==> src/rtl/cf_fft_1024_8_seq_if.sv <==
// Control/address bundle between FFT start/done control, data RAM, twiddle ROM and the sequencer.
interface cf_fft_1024_8_seq_if #(
    parameter int LOG2N = 10
);
    logic             start_i;
    logic             hold_i;
    logic             busy_o;
    logic             done_o;
    logic [3:0]       stage_o;
    logic             rd_en_o;
    logic [LOG2N-1:0] rd_addr_a_o;
    logic [LOG2N-1:0] rd_addr_b_o;
    logic [LOG2N-2:0] tw_idx_o;
    logic             wr_en_o;
    logic [LOG2N-1:0] wr_addr_a_o;
    logic [LOG2N-1:0] wr_addr_b_o;

    modport master (
        output start_i, hold_i,
        input  busy_o, done_o, stage_o,
        input  rd_en_o, rd_addr_a_o, rd_addr_b_o, tw_idx_o,
        input  wr_en_o, wr_addr_a_o, wr_addr_b_o
    );

    modport slave (
        input  start_i, hold_i,
        output busy_o, done_o, stage_o,
        output rd_en_o, rd_addr_a_o, rd_addr_b_o, tw_idx_o,
        output wr_en_o, wr_addr_a_o, wr_addr_b_o
    );
endinterface

==> src/rtl/cf_fft_1024_8_seq.sv <==
// Radix-2 DIF stage/butterfly sequencer: read A/B + twiddle per butterfly, write-back delayed.
// Latency: first read 1 cycle after start accept; writes trail reads by BFLY_LAT cycles.
// Backpressure: hold_i freezes read issue in RUN; the write delay line keeps shifting.
module cf_fft_1024_8_seq #(
    parameter int LOG2N    = 10,
    parameter int BFLY_LAT = 3
) (
    input  logic               clock_c,
    input  logic               reset_n,
    cf_fft_1024_8_seq_if.slave bus
);
    localparam int AW = LOG2N;
    localparam int KW = LOG2N - 1;
    localparam int DW = $clog2(BFLY_LAT + 1);
    localparam logic [3:0]    LAST_STAGE = 4'(LOG2N - 1);
    localparam logic [KW-1:0] LAST_K     = '1;

    typedef enum logic [1:0] {IDLE, RUN, DRAIN, DONE} state_t;

    state_t         state_q;
    logic [3:0]     stage_q;
    logic [KW-1:0]  k_q;
    logic [DW-1:0]  drain_q;
    logic           busy_q;
    logic           done_q;
    logic           rd_en_q;
    logic [AW-1:0]  rd_addr_a_q;
    logic [AW-1:0]  rd_addr_b_q;
    logic [KW-1:0]  tw_idx_q;

    logic [AW-1:0]  span_d;
    logic [AW-1:0]  mask_d;
    logic [AW-1:0]  k_ext_d;
    logic [AW-1:0]  idx_d;
    logic [AW-1:0]  rd_addr_a_d;
    logic [AW-1:0]  rd_addr_b_d;
    logic [KW-1:0]  tw_idx_d;

    // Group bits of k move up one position to open the span bit; B is A with that bit set.
    always_comb begin
        span_d      = {1'b1, {KW{1'b0}}} >> stage_q;
        mask_d      = span_d - AW'(1);
        k_ext_d     = {1'b0, k_q};
        idx_d       = k_ext_d & mask_d;
        rd_addr_a_d = ((k_ext_d & ~mask_d) << 1) | idx_d;
        rd_addr_b_d = rd_addr_a_d | span_d;
        tw_idx_d    = KW'(idx_d << stage_q);
    end

    always_ff @(posedge clock_c or negedge reset_n) begin
        if (!reset_n) begin
            state_q     <= IDLE;
            stage_q     <= '0;
            k_q         <= '0;
            drain_q     <= '0;
            busy_q      <= 1'b0;
            done_q      <= 1'b0;
            rd_en_q     <= 1'b0;
            rd_addr_a_q <= '0;
            rd_addr_b_q <= '0;
            tw_idx_q    <= '0;
        end else begin
            rd_en_q <= 1'b0;
            done_q  <= 1'b0;
            case (state_q)
                IDLE: begin
                    busy_q <= 1'b0;
                    if (bus.start_i) begin
                        state_q <= RUN;
                        stage_q <= '0;
                        k_q     <= '0;
                    end
                end
                RUN: begin
                    busy_q <= 1'b1;
                    if (!bus.hold_i) begin
                        rd_en_q     <= 1'b1;
                        rd_addr_a_q <= rd_addr_a_d;
                        rd_addr_b_q <= rd_addr_b_d;
                        tw_idx_q    <= tw_idx_d;
                        k_q         <= k_q + KW'(1);
                        if (k_q == LAST_K) begin
                            state_q <= DRAIN;
                            drain_q <= DW'(BFLY_LAT);
                        end
                    end
                end
                DRAIN: begin
                    // Waiting out the pipeline keeps the next stage's reads behind this stage's writes.
                    busy_q <= 1'b1;
                    if (drain_q == DW'(1)) begin
                        if (stage_q == LAST_STAGE) begin
                            state_q <= DONE;
                        end else begin
                            state_q <= RUN;
                            stage_q <= stage_q + 4'd1;
                            k_q     <= '0;
                        end
                    end
                    drain_q <= drain_q - DW'(1);
                end
                DONE: begin
                    busy_q  <= 1'b0;
                    done_q  <= 1'b1;
                    state_q <= IDLE;
                end
                default: begin
                    state_q <= IDLE;
                end
            endcase
        end
    end

    logic [BFLY_LAT-1:0] wr_en_pipe_q;
    logic [AW-1:0]       wr_a_pipe_q [BFLY_LAT];
    logic [AW-1:0]       wr_b_pipe_q [BFLY_LAT];

    always_ff @(posedge clock_c or negedge reset_n) begin
        if (!reset_n) begin
            wr_en_pipe_q <= '0;
            for (int i = 0; i < BFLY_LAT; i++) begin
                wr_a_pipe_q[i] <= '0;
                wr_b_pipe_q[i] <= '0;
            end
        end else begin
            wr_en_pipe_q[0] <= rd_en_q;
            wr_a_pipe_q[0]  <= rd_addr_a_q;
            wr_b_pipe_q[0]  <= rd_addr_b_q;
            for (int i = 1; i < BFLY_LAT; i++) begin
                wr_en_pipe_q[i] <= wr_en_pipe_q[i-1];
                wr_a_pipe_q[i]  <= wr_a_pipe_q[i-1];
                wr_b_pipe_q[i]  <= wr_b_pipe_q[i-1];
            end
        end
    end

    assign bus.busy_o      = busy_q;
    assign bus.done_o      = done_q;
    assign bus.stage_o     = stage_q;
    assign bus.rd_en_o     = rd_en_q;
    assign bus.rd_addr_a_o = rd_addr_a_q;
    assign bus.rd_addr_b_o = rd_addr_b_q;
    assign bus.tw_idx_o    = tw_idx_q;
    assign bus.wr_en_o     = wr_en_pipe_q[BFLY_LAT-1];
    assign bus.wr_addr_a_o = wr_a_pipe_q[BFLY_LAT-1];
    assign bus.wr_addr_b_o = wr_b_pipe_q[BFLY_LAT-1];
endmodule

==> src/flat_wrapper.sv <==
// flat-port wrapper written by rule: the top's interface ports become plain ports
module cf_fft_1024_8_seq_flat 
#(
    parameter int LOG2N    = 10,
    parameter int BFLY_LAT = 3
)
  (clock_c, reset_n, bus_start_i, bus_hold_i, bus_busy_o, bus_done_o, bus_stage_o, bus_rd_en_o, bus_rd_addr_a_o, bus_rd_addr_b_o, bus_tw_idx_o, bus_wr_en_o, bus_wr_addr_a_o, bus_wr_addr_b_o);
  cf_fft_1024_8_seq_if #(.LOG2N(LOG2N)) bus_i ();
  input  logic clock_c;
  input  logic reset_n;
  input wire logic [$bits(bus_i.start_i)-1:0] bus_start_i;
  input wire logic [$bits(bus_i.hold_i)-1:0] bus_hold_i;
  output wire logic [$bits(bus_i.busy_o)-1:0] bus_busy_o;
  output wire logic [$bits(bus_i.done_o)-1:0] bus_done_o;
  output wire logic [$bits(bus_i.stage_o)-1:0] bus_stage_o;
  output wire logic [$bits(bus_i.rd_en_o)-1:0] bus_rd_en_o;
  output wire logic [$bits(bus_i.rd_addr_a_o)-1:0] bus_rd_addr_a_o;
  output wire logic [$bits(bus_i.rd_addr_b_o)-1:0] bus_rd_addr_b_o;
  output wire logic [$bits(bus_i.tw_idx_o)-1:0] bus_tw_idx_o;
  output wire logic [$bits(bus_i.wr_en_o)-1:0] bus_wr_en_o;
  output wire logic [$bits(bus_i.wr_addr_a_o)-1:0] bus_wr_addr_a_o;
  output wire logic [$bits(bus_i.wr_addr_b_o)-1:0] bus_wr_addr_b_o;
  assign bus_i.start_i = bus_start_i;
  assign bus_i.hold_i = bus_hold_i;
  assign bus_busy_o = bus_i.busy_o;
  assign bus_done_o = bus_i.done_o;
  assign bus_stage_o = bus_i.stage_o;
  assign bus_rd_en_o = bus_i.rd_en_o;
  assign bus_rd_addr_a_o = bus_i.rd_addr_a_o;
  assign bus_rd_addr_b_o = bus_i.rd_addr_b_o;
  assign bus_tw_idx_o = bus_i.tw_idx_o;
  assign bus_wr_en_o = bus_i.wr_en_o;
  assign bus_wr_addr_a_o = bus_i.wr_addr_a_o;
  assign bus_wr_addr_b_o = bus_i.wr_addr_b_o;
  cf_fft_1024_8_seq #(.LOG2N(LOG2N), .BFLY_LAT(BFLY_LAT)) u_core (.clock_c(clock_c), .reset_n(reset_n), .bus(bus_i));
endmodule
==> config.mk <==
export PLATFORM = sky130hd
export DESIGN_NAME = cf_fft_1024_8_seq_flat
export DESIGN_NICKNAME = d
export VERILOG_FILES = /design/src/rtl/cf_fft_1024_8_seq_if.sv /design/src/rtl/cf_fft_1024_8_seq.sv /design/src/flat_wrapper.sv
export SDC_FILE = /design/constraint.sdc
export NUM_CORES = 1
export LEC_CHECK = 0
export CAP_MARGIN = 20
export CORE_UTILIZATION = 30
export CTS_CLUSTER_DIAMETER = 200
export DETAILED_ROUTE_END_ITERATION = 7
export GPL_ROUTABILITY_DRIVEN = 0
export HOLD_SLACK_MARGIN = 0.08
export PLACE_DENSITY = 0.47
export REMOVE_ABC_BUFFERS = 1
export SYNTH_ARGS = -nofsm -noshare
export SYNTH_HDL_FRONTEND = slang
export SYNTH_SLANG_ARGS = --single-unit
==> constraint.sdc <==
create_clock -name clock_c -period 3.45 [get_ports clock_c]
set_input_delay 0.69 -clock clock_c [delete_from_list [all_inputs] [get_ports clock_c]]
set_output_delay 0.69 -clock clock_c [all_outputs]
set_load 0.02 [all_outputs]
==> results_dict.tcl, run 1 <==
# collected from the flow reports
set metrics [dict create \
    status "finished clean" \
    antenna_cells 0 \
    root_buffer "clkbuf_16" \
    dr_wl_met3_um 647 \
    critPathRequiredTime_ns 3.70 \
    place_area_sq_um 5313 \
    critPathMaxFanout 14 \
    maxSlewViolCount 0 \
    final_cell_mix "dfrtp_1, clkdlybuf4s50_1, nand2_1" \
    hp-class "in2async" \
    dr.pass1.iters 4 \
    grt_max_degree 75 \
    finalClockPeriodUsage_pct 89.24 \
    slew_headroom_pct 58.90 \
    crit_path_cell_trace "inv_1, ha_1, nand2_1, ha_1, inv_1, nor4b_2, o211ai_1, a21oi_1, nor3_1, a32o_1" \
    tool_warnings 32 \
    ios 61 \
    drtIter0Drc 188 \
    worstSetupPathType "reg2reg" \
    die_area_sq_um 16120 \
    synth-simple-area-share_pct 11.81 \
    p_leak_nw 2.419 \
    synth-edff-count 0 \
    dpl_worst_slack_ns 0.5027 \
    met2_usage_pct 20.81 \
    use_met1_pct 18.91 \
]
run 1: final timing paths:
| kind | to | slack (ns) | cells after the start | startpoint |
|---|---|---|---|---|
| setup / recovery | u_core.bus.tw_idx_o[8] | 0.37 | 10 | u_core.bus.stage_o[0] |
| hold / removal | u_core.bus.wr_addr_b_o[0] | 0.30 | 1 | reset_n |
| setup reg to reg | u_core.bus.tw_idx_o[8] | 0.37 | 10 | u_core.bus.stage_o[0] |
| hold reg to reg | u_core.wr_b_pipe_q[16] | 0.35 | 0 | u_core.wr_b_pipe_q[26] |
| max in group asynchronous | u_core.wr_a_pipe_q[20] | 2.38 | 2 | reset_n |
| min in group clock_c | u_core.wr_b_pipe_q[16] | 0.35 | 0 | u_core.wr_b_pipe_q[26] |
run 1: cells in the mapped netlist, drive strengths merged (2+ instances only):
| master | n | area, sq um |
|---|---|---|
| a21oi | 24 | 120.1 |
| a221o | 2 | 20.02 |
| a221oi | 3 | 38.79 |
| a22oi | 2 | 15.01 |
| a31o | 2 | 17.52 |
| a31oi | 13 | 87.58 |
| a32o | 3 | 30.03 |
| and2 | 4 | 25.02 |
| buf | 30 | 221.5 |
| clkbuf | 13 | 48.80 |
| dfrtp | 112 | 2803 |
| ha | 14 | 175.2 |
| inv | 17 | 63.81 |
| nand2 | 44 | 165.2 |
| nand2b | 4 | 25.02 |
| nand3 | 9 | 45.04 |
| nand3b | 2 | 15.01 |
| nand4 | 2 | 12.51 |
| nor2 | 29 | 113.9 |
| nor2b | 5 | 31.28 |
| nor3 | 7 | 40.04 |
| o211a | 2 | 20.02 |
| o211ai | 4 | 30.03 |
| o21a | 3 | 22.52 |
| o21ai | 36 | 183.9 |
| o22a | 2 | 17.52 |
| o22ai | 2 | 12.51 |
| o31ai | 7 | 52.55 |
| or2 | 2 | 12.51 |
| xnor2 | 2 | 17.52 |
run 1: cell type report:
cell class	instances	area (sq um)	share of cell area, %
Clock inverter	7	112.6	1.993
Timing Repair Buffer	67	663.1	11.74
Multi-Input combinational cell	249	1548	27.39
Inverter	17	63.81	1.129
Clock buffer	9	225.2	3.986
Tap cell	188	235.2	4.163
Sequential cell	112	2803	49.60
run 1: power groups by stage:
| stage | clock, W | combinational (W) | sequential, W |
|---|---|---|---|
| after floorplan | 0 | 0.000771 | 0.00235 |
| after global placement | 0 | 0.00194 | 0.00204 |
| after global routing | 0.00126 | 0.00214 | 0.00209 |
| after detailed placement | 0 | 0.00195 | 0.00206 |
| after CTS | 0.00121 | 0.00196 | 0.00203 |
| final | 0.00116 | 0.00195 | 0.00202 |
run 1: registers in the layout, indices dropped and copies added, names as in the netlist, 4 cells and up:
name and count:
u_core.bus.wr_addr_a_o 10, u_core.wr_b_pipe_q 20, u_core.bus.wr_addr_b_o 10, u_core.bus.stage_o 4, u_core.bus.tw_idx_o 9, u_core.bus.rd_addr_b_o 10, u_core.bus.rd_addr_a_o 10, u_core.k_q 9
u_core.wr_a_pipe_q 20
run 1: metrics by stage:
step	power (W)	util (%)
final	0.005137	37.17
after global placement	0.003979	34.95
after CTS	0.005197	37.17
after floorplan	0.003117	-
after detailed placement	0.004010	34.95
after global routing	0.005488	37.17
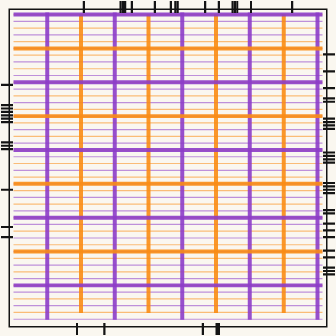
*Floorplan with the power grid, run 1*
Pins as bars on the die edge.
[orange] VDD
[purple] VSS
met1 rails: 46
rows: 45
VDD IR-drop max: 307.2 uV
Die Height: 127.0 um
die width: 127.0 um
core area: 15200 sq um

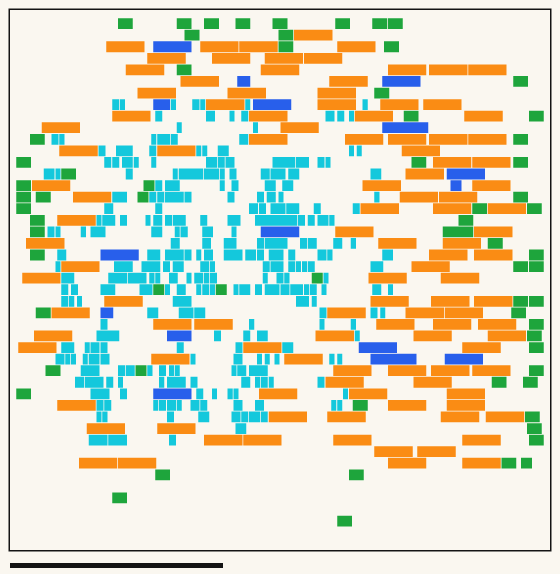
*Placement by cell class, run 1*
Bar = 50 um.
[blue] clock drivers and dummy loads | cells: 16
[orange] registers | cells: 112
[cyan] remaining logic cells | cells: 266
[green] remaining buffers and delay cells | cells: 67

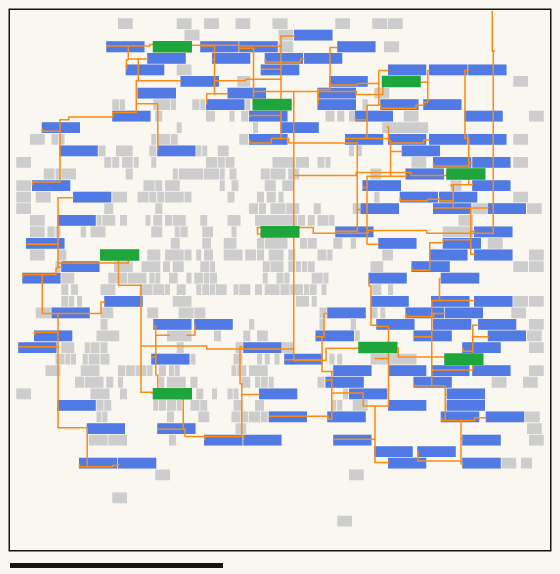
*Clock wires, drivers and flops, run 1*
Bar = 50 um.
[blue] flip-flops | count: 112
[orange] clock wires | length: 1440 um
[green] clock-net drivers | count: 9
routed clock nets: 10

--- run 2 (diff from run 1) ---
--- a/config.mk
+++ b/config.mk
@@ -13,6 +13,7 @@
 export HOLD_SLACK_MARGIN = 0.08
 export PLACE_DENSITY = 0.47
 export REMOVE_ABC_BUFFERS = 1
+export SETUP_SLACK_MARGIN = 0.2
 export SYNTH_ARGS = -nofsm -noshare
 export SYNTH_HDL_FRONTEND = slang
 export SYNTH_SLANG_ARGS = --single-unit
==> constraint.sdc (replaced) <==
create_clock -name clock_c -period 3.45 [get_ports clock_c]
set_input_delay 0.5175 -clock clock_c [delete_from_list [all_inputs] [get_ports clock_c]]
set_output_delay 0.5175 -clock clock_c [all_outputs]
set_load 0.02 [all_outputs]
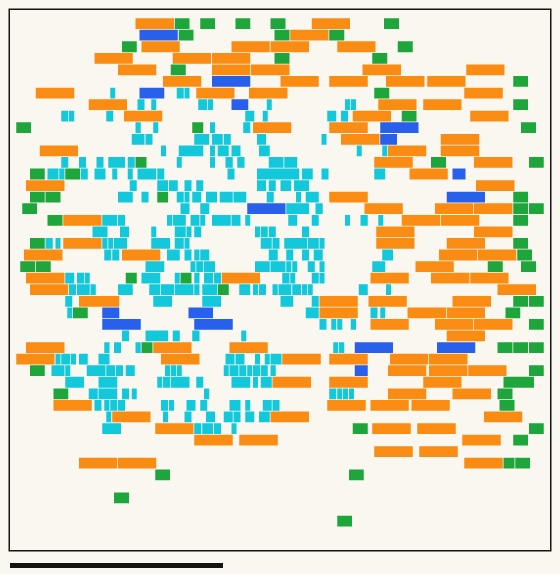
*Placement by cell class, run 2*
Bar = 50 um.
[green] remaining buffers and delay cells | cells: 68
[cyan] remaining logic cells | cells: 266
[blue] clock drivers and dummy loads | cells: 16
[orange] registers | cells: 112
Rows: 45
cell area after layout: 5630 sq um

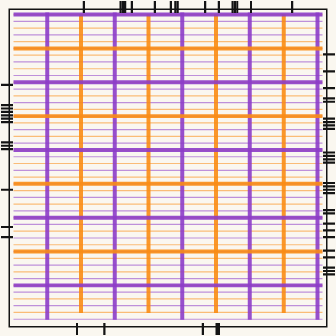
*Floorplan with the power grid, run 2*
Pins as bars on the die edge.
[purple] VSS
[orange] VDD
met4 straps: 9
rows: 45

==> results_dict.tcl, run 2 <==
# collected from the flow reports
set metrics [dict create \
    status "finished clean" \
    die_area_sq_um 16120 \
    power_w 0.005030 \
    synth-edff-count 0 \
    peakVddDrop_uv 308.4 \
    slew_headroom_pct 56.45 \
    root_buffer "clkbuf_16" \
    dr.pass1.iters 5 \
    antenna_cells 0 \
    drtIter0Drc 200 \
    die_x_um 127.0 \
    rr_worst_depth 11 \
    hp-class "in2async" \
    p_leak_nw 2.413 \
    ios 61 \
    top_area_share_pct 59.83 \
    critPathRequiredTime_ns 3.70 \
    maxSlewViolCount 0 \
    yosys.area.top_type "dfrtp_1" \
    core-area_sq_um 15200 \
    final_cell_mix "dfrtp_1, clkdlybuf4s50_1, nand2_1" \
]
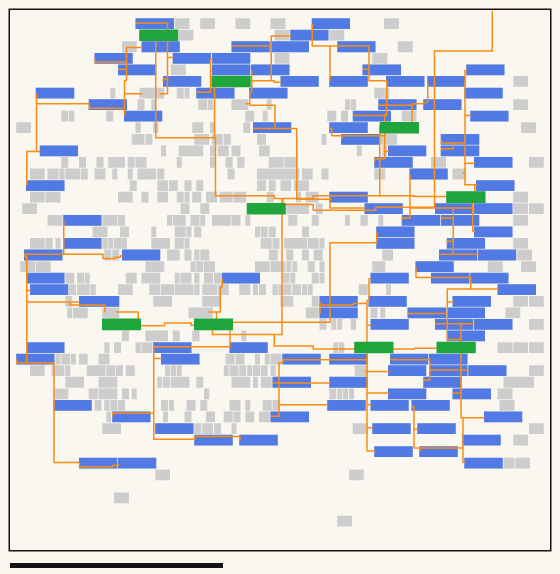
*Clock wires, drivers and flops, run 2*
Bar = 50 um.
[blue] flip-flops | count: 112
[green] clock-net drivers | count: 9
[orange] clock wires | length: 1400 um
routed clock nets: 10
flops lie: spread over the die

-- run 2: cell counts after synthesis --
No cell type changed its count.
-- run 2: cells by family after synthesis --
logic type               after synthesis  synth area share, %
AND-OR/OR-AND                        115                16.67
buffers and inverters                 60                7.131
XOR/XNOR                               2               0.3740
adder cells (fa/ha/maj)               14                3.739
flip-flops                           112                59.83
AND/OR/NAND/NOR                      116                11.81
multiplexers                           2               0.4541
-- run 2: repair_timing --
item / CTS / global route
gates resized: 0 / 1
hold buffers: 0 / 0
setup endpoints to repair: 0 / 4
buffers inserted: 0 / 0
-- run 2: path summary, 6_finish.rpt --
check	start	end	slack (ns)
worst max-delay path	u_core.bus.stage_o[1]	u_core.bus.tw_idx_o[8]	0.49
worst min-delay path	reset_n	u_core.bus.wr_addr_b_o[0]	0.18
worst max register to register	u_core.bus.stage_o[1]	u_core.bus.tw_idx_o[8]	0.49
worst min register to register	u_core.wr_b_pipe_q[27]	u_core.wr_b_pipe_q[17]	0.35
max in group asynchronous	reset_n	u_core.bus.tw_idx_o[0]	2.51
min in group clock_c	u_core.wr_b_pipe_q[27]	u_core.wr_b_pipe_q[17]	0.35
-- run 2: critical path, cell delays in order, from the launching register on --
cell	delay (ns)
dfrtp_1	0.49
inv_1	0.24
ha_1	0.26
and3b_1	0.24
inv_1	0.12
ha_1	0.27
inv_1	0.16
nor4b_2	0.44
o211ai_1	0.15
a21oi_1	0.17
nor3_1	0.07
a32o_1	0.26
-- run 2: stage by stage --
stage | util, % | area, sq um | setup slack (ns)
after detailed placement | 35.00 | 5320 | 0.4351
after global routing | 37.04 | 5630 | 0.2245
after floorplan | - | 4414 | 0.3419
final | 37.04 | 5630 | 0.4870
after CTS | 37.03 | 5629 | 0.4103
after global placement | 35.00 | 5320 | 0.5938
-- run 2: final cells by class --
type / count / area share [%]
tap: 188 / 4.178
clock inverter: 7 / 1.489
clock buffer: 9 / 4.000
inverter: 17 / 1.133
sequential: 112 / 49.80
timing repair buffer: 68 / 11.91
multi-input combinational: 249 / 27.49
-- run 2: per-layer routing --
metal  part of all wire (%)  track usage [%]  vias to the layer above
li1                       -                -                     1514
met1                     48            19.55                     1557
met2                     44            20.69                      118
met3                    6.4            4.049                       16
met4                    2.0            5.042                        0
met5                      0                0                        -
-- run 2: power groups by stage --
stage                     Combinational (W)  Clock [W]  Sequential, W
after floorplan                    0.000771          0        0.00235
after global placement              0.00194          0        0.00204
after detailed placement            0.00196          0        0.00206
after CTS                           0.00197    0.00110        0.00204
after global routing                0.00214    0.00115        0.00210
final                               0.00196    0.00105        0.00203
--- run 3 (diff from run 2) ---
--- a/config.mk
+++ b/config.mk
@@ -5,12 +5,10 @@
 export SDC_FILE = /design/constraint.sdc
 export NUM_CORES = 1
 export LEC_CHECK = 0
-export CAP_MARGIN = 20
 export CORE_UTILIZATION = 30
 export CTS_CLUSTER_DIAMETER = 200
 export DETAILED_ROUTE_END_ITERATION = 7
 export GPL_ROUTABILITY_DRIVEN = 0
-export HOLD_SLACK_MARGIN = 0.08
 export PLACE_DENSITY = 0.47
 export REMOVE_ABC_BUFFERS = 1
 export SETUP_SLACK_MARGIN = 0.2
==> results_dict.tcl, run 3 <==
# collected from the flow reports
set metrics [dict create \
    status "finished clean" \
    startpoint "u_core.bus.stage_o[1]" \
    root_buffer "clkbuf_16" \
    yosys-top-cells-count "dfrtp_1, nand2_1, o21ai_0" \
    met2_usage_pct 20.69 \
    r2r_slack_ns 0.49 \
    tool_warnings 32 \
    row_count 45 \
    p_leak_nw 2.413 \
    rr_worst_depth 11 \
    grt_max_degree 65 \
    hp-class "in2async" \
    worstSetupPathType "reg2reg" \
    cp_slowest_cell "dfrtp_1" \
    ios 61 \
    slew_headroom_pct 56.45 \
    top_area_share_pct 59.83 \
    grt_use_met3_pct 4.049 \
    dieHeight_um 127.0 \
    final_cell_mix "dfrtp_1, clkdlybuf4s50_1, nand2_1" \
    yosys.area.top_type "dfrtp_1" \
    critPathMaxFanout 12 \
    drtIter0Drc 200 \
    topCellsByArea "dfrtp_1, buf_4, ha_1" \
    critPathRequiredTime_ns 3.70 \
    top_usage_layer "met2" \
    core-area_sq_um 15200 \
    finalClockPeriodUsage_pct 85.88 \
]
[run 3: cell counts after synthesis]
No cell type changed its count.
[run 3: worst max path at each step]
stage	slack (ns)	endpoint
floorplan	0.34	u_core.bus.tw_idx_o[8]
global placement	0.59	u_core.bus.tw_idx_o[7]
detailed placement	0.44	u_core.bus.tw_idx_o[8]
CTS	0.41	u_core.bus.tw_idx_o[8]
global route	0.22	u_core.bus.tw_idx_o[8]
finish	0.49	u_core.bus.tw_idx_o[8]
[run 3: cell families after synthesis]
kind of cell               count (synthesis)  share of synthesized area, %
AOI/OAI and AO/OA                        115                         16.67
xor gates and xnor gates                   2                        0.3740
adders and majority gates                 14                         3.739
buffers and inverters                     60                         7.131
DFF                                      112                         59.83
muxes                                      2                        0.4541
and+or+nand+nor                          116                         11.81
[run 3: through the flow]
stage	hold slack (ns)	setup WS (ns)	util (%)	instance area, sq um
final	0.1790	0.4870	37.04	5630
after global routing	0.2133	0.2245	37.04	5630
after CTS	0.1956	0.4103	37.03	5629
after detailed placement	0.3347	0.4351	35.00	5320
after global placement	0.3315	0.5938	35.00	5320
after floorplan	0.2219	0.3419	-	4414
[run 3: worst max-delay path: cells and delay by family, from the launching register on]
kind | cells | cell delay (ns)
DFF | 1 | 0.49
and+or+nand+nor | 3 | 0.75
AOI/OAI and AO/OA | 3 | 0.58
adders and majority gates | 2 | 0.53
buffers and inverters | 3 | 0.52
[run 3: cell type report]
cell class                 instances  area (sq um)
fill                            1524          9572
multi-input combinational        249          1548
timing repair buffer              68         670.6
tap                              188         235.2
inverter                          17         63.81
clock buffer                       9         225.2
clock inverter                     7         83.83
sequential                       112          2804
[run 3: layer usage]
metal,vias up,share of wire (%)
li1,1514,-
met1,1557,48
met2,118,44
met3,16,6.4
met4,0,2.0
met5,-,0
[run 3: timing repair]
item / 4_1_cts / 5_1_grt
buffers inserted: 0 / 0
endpoints found under the setup margin: 0 / 4
hold buffers: 0 / 0
gates resized: 0 / 1
[run 3: report_power, final]
part           total, W  switching, W  internal [W]  leakage [nW]
Clock           0.00105      0.000528      0.000520         0.151
Combinational   0.00196       0.00114      0.000810         0.843
Sequential      0.00203      0.000254       0.00177          1.42
Total           0.00503       0.00193       0.00310          2.41
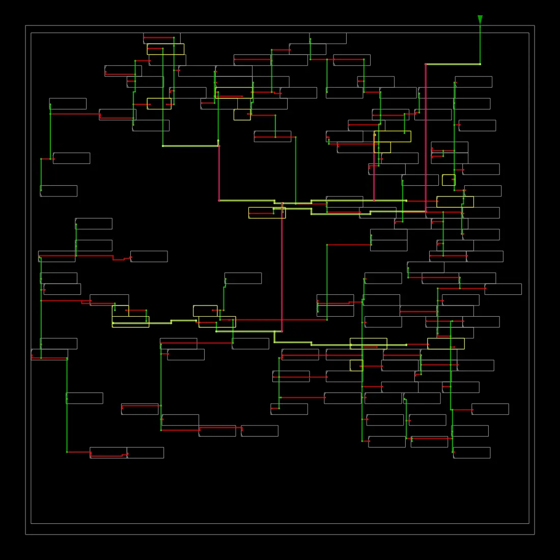
*The clock network, run 3*
Worst-Skew Late Latency: 0.36 ns
reported clock group power: 0.00105 W
CTS Buf Count: 9

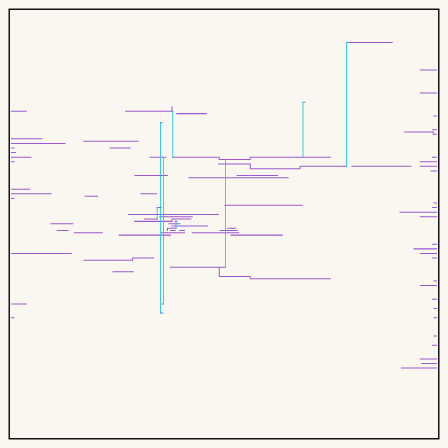
*Signal wires by layer, run 3*
Two of the layers only.
[purple] M3 | wire length: 661 um
[cyan] M4 | wire length: 204 um

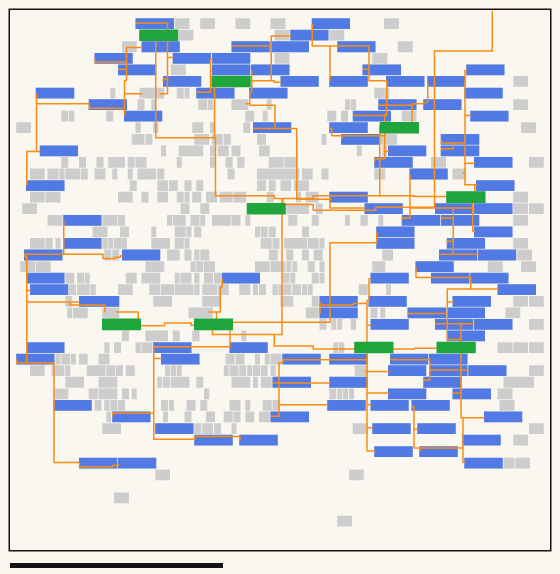
*Clock wires, drivers and flops, run 3*
Bar = 50 um.
[blue] flip-flops | count: 112
[orange] clock wires | length: 1400 um
[green] clock-net drivers | count: 9
flops lie: spread over the die
skew final: 0.006074 ns
clock share of power: 20.8%

Power figures rest on the tool's default switching activity, not on a simulated workload.
